### config.mk
export PLATFORM = sky130hd
export DESIGN_NAME = toggle_handshake_rx_flat
export DESIGN_NICKNAME = d
export VERILOG_FILES = /design/src/rtl/toggle_rx_pkg.sv /design/src/rtl/toggle_handshake_rx_if.sv /design/src/rtl/toggle_edge_detect.sv /design/src/rtl/toggle_handshake_rx.sv /design/src/flat_wrapper.sv
export SDC_FILE = /design/constraint.sdc
export NUM_CORES = 1
export LEC_CHECK = 0
export ABC_AREA = 1
export CORE_MARGIN = 5
export CORE_UTILIZATION = 50
export CTS_BUF_LIST = sky130_fd_sc_hd__clkbuf_16
export DETAILED_ROUTE_END_ITERATION = 8
export PLACE_DENSITY = 0.83
export SLEW_MARGIN = 20
export SYNTH_ARGS = -nofsm -noshare
export SYNTH_HDL_FRONTEND = slang
export SYNTH_HIERARCHICAL = 1
export SYNTH_SLANG_ARGS = --single-unit
### constraint.sdc
create_clock -name clk -period 1.8 [get_ports clk]
set_input_delay 0.36 -clock clk [delete_from_list [all_inputs] [get_ports clk]]
set_output_delay 0.36 -clock clk [all_outputs]
set_load 0.005 [all_outputs]
### src/rtl/toggle_rx_pkg.sv
// Shared types and constants for the toggle-handshake receiver.
package toggle_rx_pkg;

  typedef enum logic {
    ST_IDLE = 1'b0,
    ST_HOLD = 1'b1
  } state_e;

  localparam int unsigned DEF_DATA_W = 8;
  localparam int unsigned DEF_CNT_W  = 16;
  localparam int unsigned SYNC_DEPTH = 2;

endpackage

### src/rtl/toggle_handshake_rx_if.sv
// Bundle of the toggle request/ack pair and the downstream valid/ready port.
interface toggle_handshake_rx_if
  import toggle_rx_pkg::*;
#(
  parameter int unsigned DATA_W = DEF_DATA_W,
  parameter int unsigned CNT_W  = DEF_CNT_W
);

  logic              req_tgl;
  logic [DATA_W-1:0] req_data;
  logic              ack_tgl;
  logic              out_valid;
  logic [DATA_W-1:0] out_data;
  logic              out_ready;
  logic [CNT_W-1:0]  event_count;
  logic              overrun;

  modport master (
    output req_tgl, req_data, out_ready,
    input  ack_tgl, out_valid, out_data, event_count, overrun
  );

  modport slave (
    input  req_tgl, req_data, out_ready,
    output ack_tgl, out_valid, out_data, event_count, overrun
  );

endinterface

### src/rtl/toggle_edge_detect.sv
// Turns each level change of the request toggle into a one-cycle detect pulse.
// TOGGLE_RX_SYNC_EN selects a 2-flop synchroniser for a cross-domain sender.
module toggle_edge_detect
  import toggle_rx_pkg::*;
(
  input  logic clk,
  input  logic rst_n,
  input  logic tgl_i,
  output logic detect_o
);

  logic sampled;
  logic prev_q;

`ifdef TOGGLE_RX_SYNC_EN
  logic [SYNC_DEPTH-1:0] sync_q;

  always_ff @(posedge clk or negedge rst_n) begin
    if (!rst_n) begin
      sync_q <= '0;
    end else begin
      sync_q <= {sync_q[SYNC_DEPTH-2:0], tgl_i};
    end
  end

  assign sampled = sync_q[SYNC_DEPTH-1];
`else
  logic sample_q;

  always_ff @(posedge clk or negedge rst_n) begin
    if (!rst_n) begin
      sample_q <= 1'b0;
    end else begin
      sample_q <= tgl_i;
    end
  end

  assign sampled = sample_q;
`endif

  // prev always follows the sample, so a dropped toggle is never re-detected
  always_ff @(posedge clk or negedge rst_n) begin
    if (!rst_n) begin
      prev_q <= 1'b0;
    end else begin
      prev_q <= sampled;
    end
  end

  assign detect_o = sampled ^ prev_q;

endmodule

### src/rtl/toggle_handshake_rx.sv
// Toggle-handshake receiver: captures each request word, presents it on valid/ready,
// toggles ack on acceptance, counts transfers and flags overruns.
module toggle_handshake_rx
  import toggle_rx_pkg::*;
#(
  parameter int unsigned DATA_W = DEF_DATA_W,
  parameter int unsigned CNT_W  = DEF_CNT_W
)(
  input  logic                 clk,
  input  logic                 rst_n,
  toggle_handshake_rx_if.slave bus
);

  logic              detect;
  state_e            state_q;
  logic              ack_q;
  logic              valid_q;
  logic              ovr_q;
  logic [DATA_W-1:0] data_q;
  logic [CNT_W-1:0]  cnt_q;

  toggle_edge_detect u_edge (
    .clk      (clk),
    .rst_n    (rst_n),
    .tgl_i    (bus.req_tgl),
    .detect_o (detect)
  );

  always_ff @(posedge clk or negedge rst_n) begin
    if (!rst_n) begin
      state_q <= ST_IDLE;
      ack_q   <= 1'b0;
      valid_q <= 1'b0;
      ovr_q   <= 1'b0;
      data_q  <= '0;
      cnt_q   <= '0;
    end else begin
      case (state_q)
        ST_IDLE: begin
          if (detect) begin
            data_q  <= bus.req_data;
            valid_q <= 1'b1;
            state_q <= ST_HOLD;
          end
        end
        ST_HOLD: begin
          if (bus.out_ready) begin
            ack_q <= ~ack_q;
            cnt_q <= cnt_q + 1'b1;
            // back-to-back: complete the held word and capture the next one in the same edge
            if (detect) begin
              data_q <= bus.req_data;
            end else begin
              valid_q <= 1'b0;
              state_q <= ST_IDLE;
            end
          end else if (detect) begin
            ovr_q <= 1'b1;
          end
        end
      endcase
    end
  end

  assign bus.ack_tgl     = ack_q;
  assign bus.out_valid   = valid_q;
  assign bus.out_data    = data_q;
  assign bus.event_count = cnt_q;
  assign bus.overrun     = ovr_q;

endmodule

### src/flat_wrapper.sv
// flat-port wrapper written by rule: the top's interface ports become plain ports
module toggle_handshake_rx_flat import toggle_rx_pkg::*;
#(
  parameter int unsigned DATA_W = DEF_DATA_W,
  parameter int unsigned CNT_W  = DEF_CNT_W
)
  (clk, rst_n, bus_req_tgl, bus_req_data, bus_out_ready, bus_ack_tgl, bus_out_valid, bus_out_data, bus_event_count, bus_overrun);
  toggle_handshake_rx_if #(.DATA_W(DATA_W), .CNT_W(CNT_W)) bus_i ();
  input  logic clk;
  input  logic rst_n;
  input wire logic [$bits(bus_i.req_tgl)-1:0] bus_req_tgl;
  input wire logic [$bits(bus_i.req_data)-1:0] bus_req_data;
  input wire logic [$bits(bus_i.out_ready)-1:0] bus_out_ready;
  output wire logic [$bits(bus_i.ack_tgl)-1:0] bus_ack_tgl;
  output wire logic [$bits(bus_i.out_valid)-1:0] bus_out_valid;
  output wire logic [$bits(bus_i.out_data)-1:0] bus_out_data;
  output wire logic [$bits(bus_i.event_count)-1:0] bus_event_count;
  output wire logic [$bits(bus_i.overrun)-1:0] bus_overrun;
  assign bus_i.req_tgl = bus_req_tgl;
  assign bus_i.req_data = bus_req_data;
  assign bus_i.out_ready = bus_out_ready;
  assign bus_ack_tgl = bus_i.ack_tgl;
  assign bus_out_valid = bus_i.out_valid;
  assign bus_out_data = bus_i.out_data;
  assign bus_event_count = bus_i.event_count;
  assign bus_overrun = bus_i.overrun;
  toggle_handshake_rx #(.DATA_W(DATA_W), .CNT_W(CNT_W)) u_core (.clk(clk), .rst_n(rst_n), .bus(bus_i));
endmodule
**Run 1: clock wiring as the flow saved it**

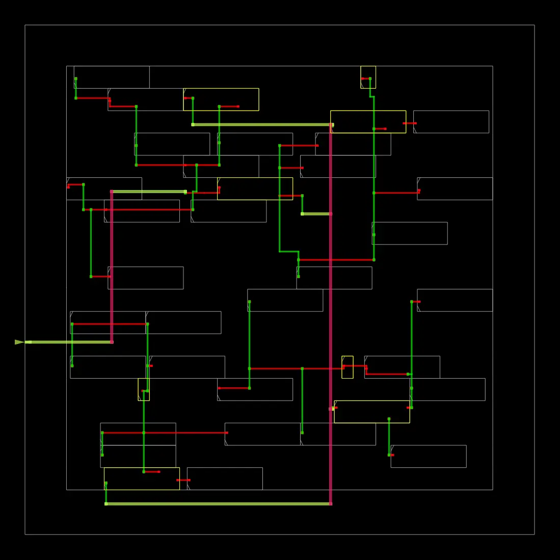
clk latency late pin: 270 ps
flip-flops: 30
clock sink total: 30
CTS buffer count: 5

**Run 1: register map, names as in the netlist**

Other sequential cells in the stronger grey, the rest of the logic in the fainter grey.
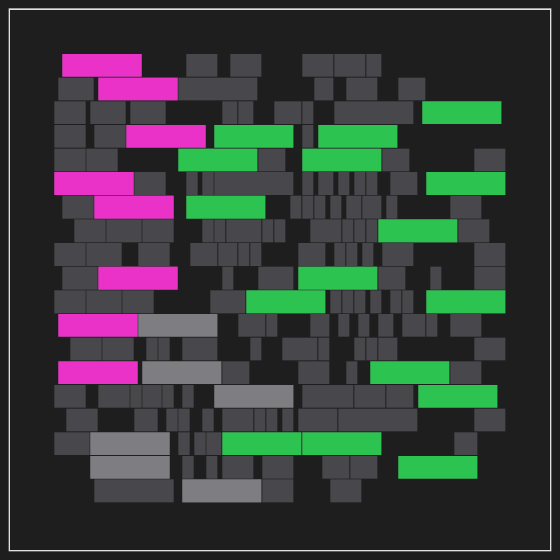
name in the netlist	colour	flops
u_core/bus.out_data	magenta	8
u_core/bus.event_count	green	16
not coloured	6
final core utilization: 0.7159
FF+latch area: 750.7 um2

==> flow_summary_export.csv, run 1 <==
group,metric,value,unit
power_and_ir_drop,p_sw_frac,0.2568,
clocking,ctsResizeCount,0,
place,hpwl,2081,um
worst_setup_path,reg2reg_slack,430,ps
yosys,yosysTopAreaCellShare,0.5525,
global_route,grt_start_max_net_pins,31,
worst_setup_path,critPathKind,"register to output pin",
die,dieHeight,62.13,um
yosys,synth.distinct_cells,20,
clocking,clk_pin_slew,50,ps
yosys,synth-area-yosys,0.001359,mm2
die,num_io_pins,39,
final_layout,biggestCellCategory,"sequential cells",
route,antenna_left,0,
sta,tns,0,ps
place,numPortBuffers,38,
yosys,syn_area_per_cell,10.45,um2
die,fp-row-count,19,
power_and_ir_drop,combPwrFrac,0.219,
flow_run,warning_count,26,
sta,hold_ws,410.7,ps
global_route,grt_pass1_vias,1085,
worst_setup_path,start_kind,"register",
global_route,grt.overflow.total,0,
final_layout,fillers,202,
clocking,clockBufferDepth,2,
route,vias_per_cell,4.889,
yosys,top_area_cell,"dfrtp_1",
route,dr.first_iter.drc_count,16,
worst_setup_path,r2r_end,"u_core/bus.event_count[14]",
yosys,syn_area,0.001359,mm2
power_and_ir_drop,peakVddDrop,1058,uV
power_and_ir_drop,p_comb,468,uW
route,route.met2.wl,1313,um
clocking,cts.hold.buffers_added,0,
global_route,grt_util_met2,0.2552,
yosys,synthAoiAreaFrac,0.01842,
flow_run,drv_cap,0,
worst_setup_path,critPathMaxStageDelay,530,ps
status,status,"completed",
worst_setup_path,cp.required,1440,ps
final_layout,n_antenna_cell,0,
power_and_ir_drop,power_frac_seq,0.423,
final_layout,seq_share,0.3904,
worst_setup_path,critPathBufInv,1,
final_layout,comb_share,0.2869,
final_layout,final_cell_count_no_fill,208,
final_layout,final_common_cell,"clkdlybuf4s50_1",
sta,rsz0062_at_grt,"no",
global_route,busiest_layer,"met2",
worst_setup_path,path_max_fanout,4,
route,dr.max_layer_used,"met4",
power_and_ir_drop,p_int,1.591,mW
power_and_ir_drop,top_power_group,"registers",
worst_setup_path,cp-endpoint,"bus_event_count[2]",
sta,fmax,630.7,MHz
place,place_area,0.001785,mm2
yosys,fa_ha_area_frac,0.009208,
route,drc,0,
final_layout,logic_gates,85,
hold_path,whs_endpoint,"u_core/u_edge/prev_q",
sta,finalSetupViolCount,0,
global_route,gr-usage-all-layers,0.1627,
clocking,post-cts-setup-buffers,0,
yosys,mux_share,0.06630,
die,core_area,0.002686,mm2
die,die_area,0.003860,mm2
worst_setup_path,startpoint,"u_core/bus.event_count[2]",
yosys,synthCells,130,
place,pre_cts_slack,147.8,ps
final_layout,largest_reg_flops,16,
place,post-place-cells,200,
route,wl_met3,240,um
route,wl_met1,1128,um
final_layout,final_cell_mix,"clkdlybuf4s50_1 (38), dfrtp_1 (30), nand2_1 (29), inv_1 (15), nor2_1 (11)",
route,wirelength,2769,um
**Run 1: routed clock nets over the placement**

Scale bar: 20 um.
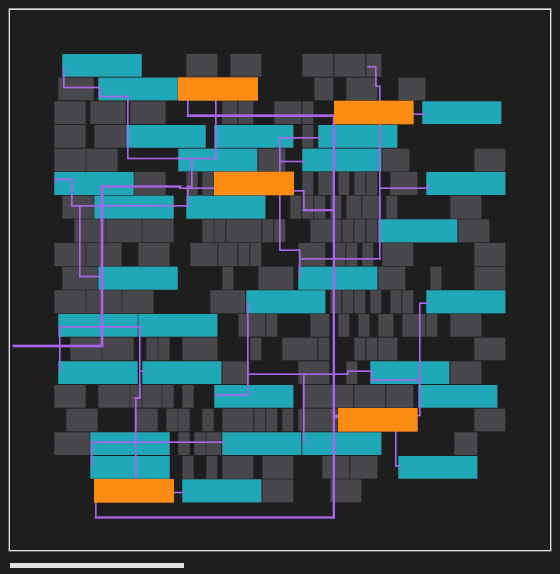
[clock drivers] orange | count: 5
[clock wires] purple | length: 406 um
[flip-flops] cyan | count: 30
routed clock nets	6
Clk. pwr: 766 uW
Clock Skew: 1.877 ps
clock share of power: 0.358

**Run 1: cell sizes after repair**

Scale bar: 20 um.
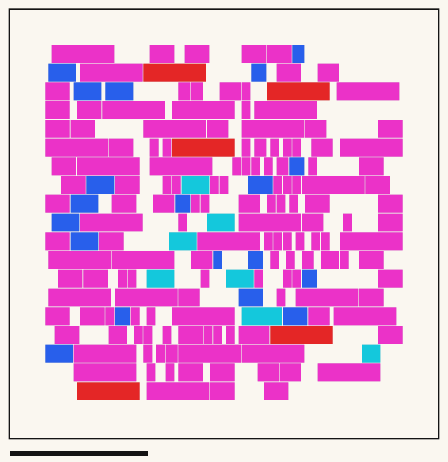
size	colour	cells
_6 and larger	red	5
_2 cells	blue	19
_0 and _1 cells	magenta	146
_3 and _4 cells	cyan	7
final worst setup slack: 214.4 ps
Area growth, synth to finish: 41.53%
Non-CTS buffers: 39
Finished Cell Area: 0.001923 mm2

**Run 1: gate families picked out**

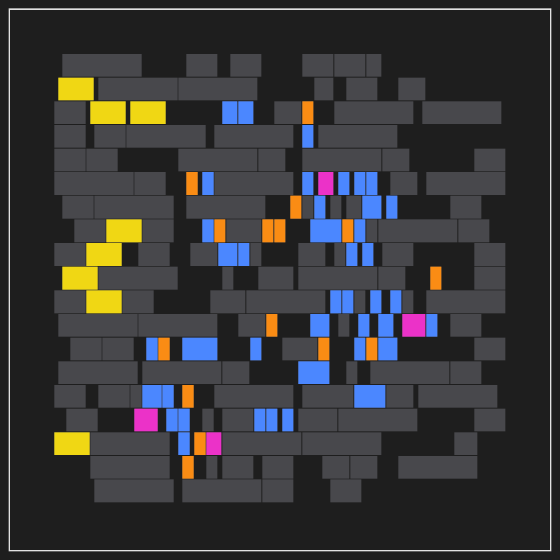

--- run 2 (diff from run 1) ---
CORE_ASPECT_RATIO = 0.6   (was unset)
**Run 2: gate families picked out**

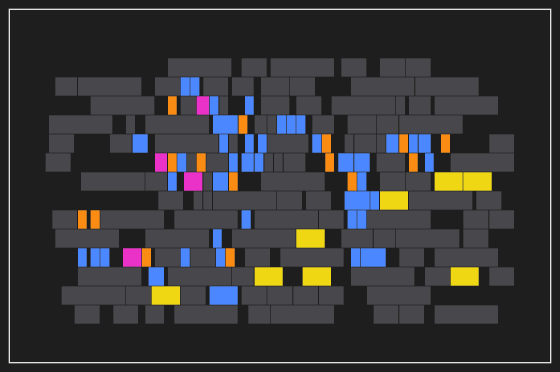
family	colour	cells
nand cells	blue	41
mux cells	yellow	8
inv cells	orange	15
aoi and oai cells	magenta	4
Comb/total area: 0.2875
Finished Layout Cells: 208
Commonest Layout Cell: clkdlybuf4s50_1

==> run 2 against run 1 <==
  * Sequential power is 2% higher
  * First-iteration DRC count rose to 2.6 times the previous value
  * Synthesized cell count unchanged
  * Synthesized area unchanged
  * Combinational power increased by 4%
  * Clock-buffer cell count unchanged
==> flow_summary_export.csv, run 2 <==
group,metric,value,unit
status,status,"completed",
final_layout,largest_reg_flops,16,
sta,tns,0,ps
hold_path,hold_depth,0,
power_and_ir_drop,p_int,1.585,mW
clocking,ctsResizeCount,0,
worst_setup_path,cp-endpoint,"bus_event_count[11]",
route,wl_met3,223,um
route,wl_met1,1400,um
clocking,cts.hold.buffers_added,0,
worst_setup_path,critPathMaxStageDelay,540,ps
yosys,synthAoiAreaFrac,0.01842,
sta,hold_ws,411.7,ps
worst_setup_path,cp.required,1440,ps
place,pre_cts_slack,111.6,ps
yosys,syn_area,0.001359,mm2
power_and_ir_drop,peakVddDrop,840.0,uV
final_layout,seq_cells,30,
power_and_ir_drop,p_clk,752,uW
final_layout,n_antenna_cell,0,
clocking,clk_pin_slew,50,ps
yosys,synthCells,130,
yosys,fa_ha_area_frac,0.009208,
flow_run,drv_cap,0,
route,wl_per_cell,15.75,um
yosys,yosysTopAreaCellShare,0.5525,
hold_path,whs_endpoint,"u_core/u_edge/prev_q",
worst_setup_path,path_max_fanout,5,
power_and_ir_drop,p_comb,487,uW
clocking,cts_sinks,30,
die,dieHeight,50.38,um
worst_setup_path,start_kind,"register",
place,place_area,0.001787,mm2
final_layout,stdcell_area,0.001919,mm2
global_route,grt_start_max_net_pins,31,
clocking,worstSkewPairLatency,270,ps
die,die_area,0.003894,mm2
clocking,clockBufferDepth,2,
route,wirelength,3277,um
worst_setup_path,critPathKind,"register to output pin",
final_layout,fillers,176,
power_and_ir_drop,clockPowerShare,0.348,
sta,finalSetupViolCount,0,
yosys,syn_area_per_cell,10.45,um2
global_route,gr-usage-all-layers,0.1832,
final_layout,logic_gates,85,
worst_setup_path,reg2reg_slack,430,ps
sta,rsz0062_at_grt,"no",
final_layout,seqCellArea,750.7,um2
place,post-place-cells,201,
yosys,mux_share,0.06630,
final_layout,post-route-util,0.7505,
die,num_io_pins,39,
die,fp-row-count,14,
route,antenna_left,0,
power_and_ir_drop,top_power_group,"registers",
power_and_ir_drop,combPwrFrac,0.226,
clocking,clock-root-buffer,"clkbuf_16",
worst_setup_path,r2r_end,"u_core/bus.event_count[14]",
final_layout,final_cell_mix,"clkdlybuf4s50_1 (38), dfrtp_1 (30), nand2_1 (29), inv_1 (16), nor2_1 (11)",
sta,fin_worst_skew,3.730,ps
yosys,synth-area-yosys,0.001359,mm2
sta,fmax,616.5,MHz
yosys,synth.distinct_cells,20,
die,core_area,0.002557,mm2
clocking,post-cts-setup-buffers,0,
route,dr.first_iter.drc_count,42,
power_and_ir_drop,power_frac_seq,0.426,
flow_run,warning_count,26,
global_route,grt.overflow.total,0,
worst_setup_path,startpoint,"u_core/bus.event_count[11]",
power_and_ir_drop,p_sw_frac,0.2661,
worst_setup_path,critPathBufInv,1,
route,vias_per_cell,4.952,
final_layout,syn_to_final_growth,41.25,%
global_route,busiest_layer,"met2",
clocking,cts_buffers,5,
sta,setup_ws,177.9,ps
route,route.met2.wl,1599,um
yosys,top_area_cell,"dfrtp_1",
global_route,grt_util_met2,0.3003,
final_layout,seq_share,0.3911,
place,numPortBuffers,38,
final_layout,biggestCellCategory,"sequential cells",
route,dr.max_layer_used,"met4",
final_layout,n_all_buffers,39,
global_route,grt_pass1_vias,1053,
**Run 2: cell sizes after repair**

Scale bar: 20 um.
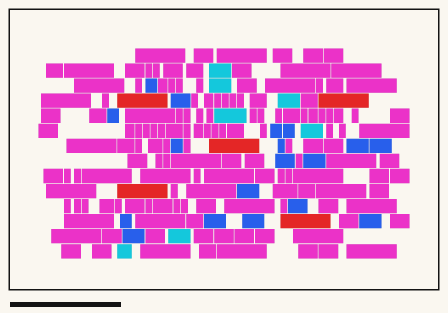

--- run 3 (diff from run 2) ---
CAP_MARGIN = 20   (was unset)
SETUP_SLACK_MARGIN = 0.2   (was unset)
**Run 3: cell sizes after repair**

Scale bar: 20 um.
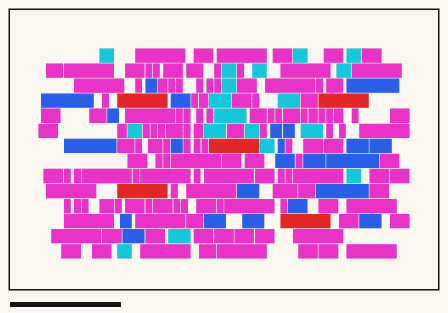
size	colour	cells
_6 and larger	red	5
_3 and _4 cells	cyan	18
_2 cells	blue	23
_0 and _1 cells	magenta	141
Non-CTS buffers: 50
Finished Cell Area: 0.002008 mm2
Area growth, synth to finish: 47.79%
final worst setup slack: 238.7 ps

==> run 3 against run 2 <==
  * Global-route usage grew 0.35 points
  * Sequential share of layout area down 1.4 points
  * Critical path type unchanged
  * Largest power group unchanged
  * Die area unchanged
  * Largest cell class unchanged
  * Highest routed layer unchanged
  * Critical endpoint is now bus_event_count[2]
  * Non-clock buffer count is 11 higher
  * Synthesized cell count stayed put
  * Combinational power rose by 15%
==> flow_summary_export.csv, run 3 <==
group,metric,value,unit
sta,fmax,640.5,MHz
yosys,top_area_cell,"dfrtp_1",
place,hpwl,2446,um
power_and_ir_drop,combPwrFrac,0.252,
global_route,busiest_layer,"met2",
yosys,synthAoiAreaFrac,0.01842,
final_layout,seq_share,0.3769,
sta,fin_worst_skew,3.504,ps
route,wl_per_cell,15.67,um
power_and_ir_drop,p_comb,558,uW
route,route.met2.wl,1694,um
global_route,grt_use_met1,0.2247,
final_layout,n_antenna_cell,0,
route,wirelength,3431,um
worst_setup_path,critPathKind,"register to output pin",
worst_setup_path,r2r_end,"u_core/bus.event_count[14]",
worst_setup_path,path_max_fanout,4,
flow_run,drv_cap,0,
sta,finalSetupViolCount,0,
worst_setup_path,startpoint,"u_core/bus.event_count[2]",
place,pre_cts_slack,111.6,ps
final_layout,seqCellArea,757.0,um2
worst_setup_path,cp.required,1440,ps
yosys,synthTopCellsByArea,"dfrtp_1 (55%), nand2_1 (8.0%), mux2_2 (6.6%)",
final_layout,final_cell_mix,"clkdlybuf4s50_1 (38), nand2_1 (29), dfrtp_1 (25), inv_1 (16), buf_4 (12)",
final_layout,comb_share,0.2748,
yosys,synth-area-yosys,0.001359,mm2
global_route,gr-usage-all-layers,0.1867,
die,fp-row-count,14,
power_and_ir_drop,power_frac_seq,0.407,
worst_setup_path,r2r_start,"u_core/bus.event_count[1]",
power_and_ir_drop,p_int,1.628,mW
place,post-place-cells,201,
route,wl_met1,1456,um
clocking,cts_buffers,5,
route,antenna_left,0,
final_layout,seq_cells,30,
hold_path,hold_depth,0,
clocking,clk_pin_slew,50,ps
sta,hold_ws,411.7,ps
yosys,synth.distinct_cells,20,
global_route,grt.overflow.total,0,
worst_setup_path,start_kind,"register",
power_and_ir_drop,peakVddDrop,831.6,uV
route,drc,0,
clocking,cts_sinks,30,
global_route,grt_start_max_net_pins,31,
sta,tns,0,ps
yosys,mux_share,0.06630,
route,wl_met3,199,um
yosys,syn_area,0.001359,mm2
global_route,grt_util_met2,0.3073,
route,vias_per_cell,4.932,
power_and_ir_drop,p_clk,754,uW
power_and_ir_drop,clockPowerShare,0.341,
final_layout,logic_gates,85,
power_and_ir_drop,p_sw_frac,0.2638,
final_layout,fillers,157,
final_layout,biggestCellCategory,"sequential cells",
route,dr.max_layer_used,"met4",
worst_setup_path,cp-endpoint,"bus_event_count[2]",
clocking,worstSkewPairLatency,270,ps
worst_setup_path,critPathBufInv,1,
sta,rsz0062_at_grt,"no",
global_route,grt_pass1_vias,1072,
flow_run,warning_count,26,
power_and_ir_drop,top_power_group,"registers",
yosys,fa_ha_area_frac,0.009208,
yosys,syn_area_per_cell,10.45,um2
die,dieHeight,50.38,um
yosys,synthCells,130,
die,core_area,0.002557,mm2
route,dr.first_iter.drc_count,36,
clocking,post-cts-setup-buffers,2,
yosys,yosysTopAreaCellShare,0.5525,
clocking,clockBufferDepth,2,
status,status,"completed",
die,die_area,0.003894,mm2
die,num_io_pins,39,
No activity file was given, so power comes from the tool's default toggle rates.
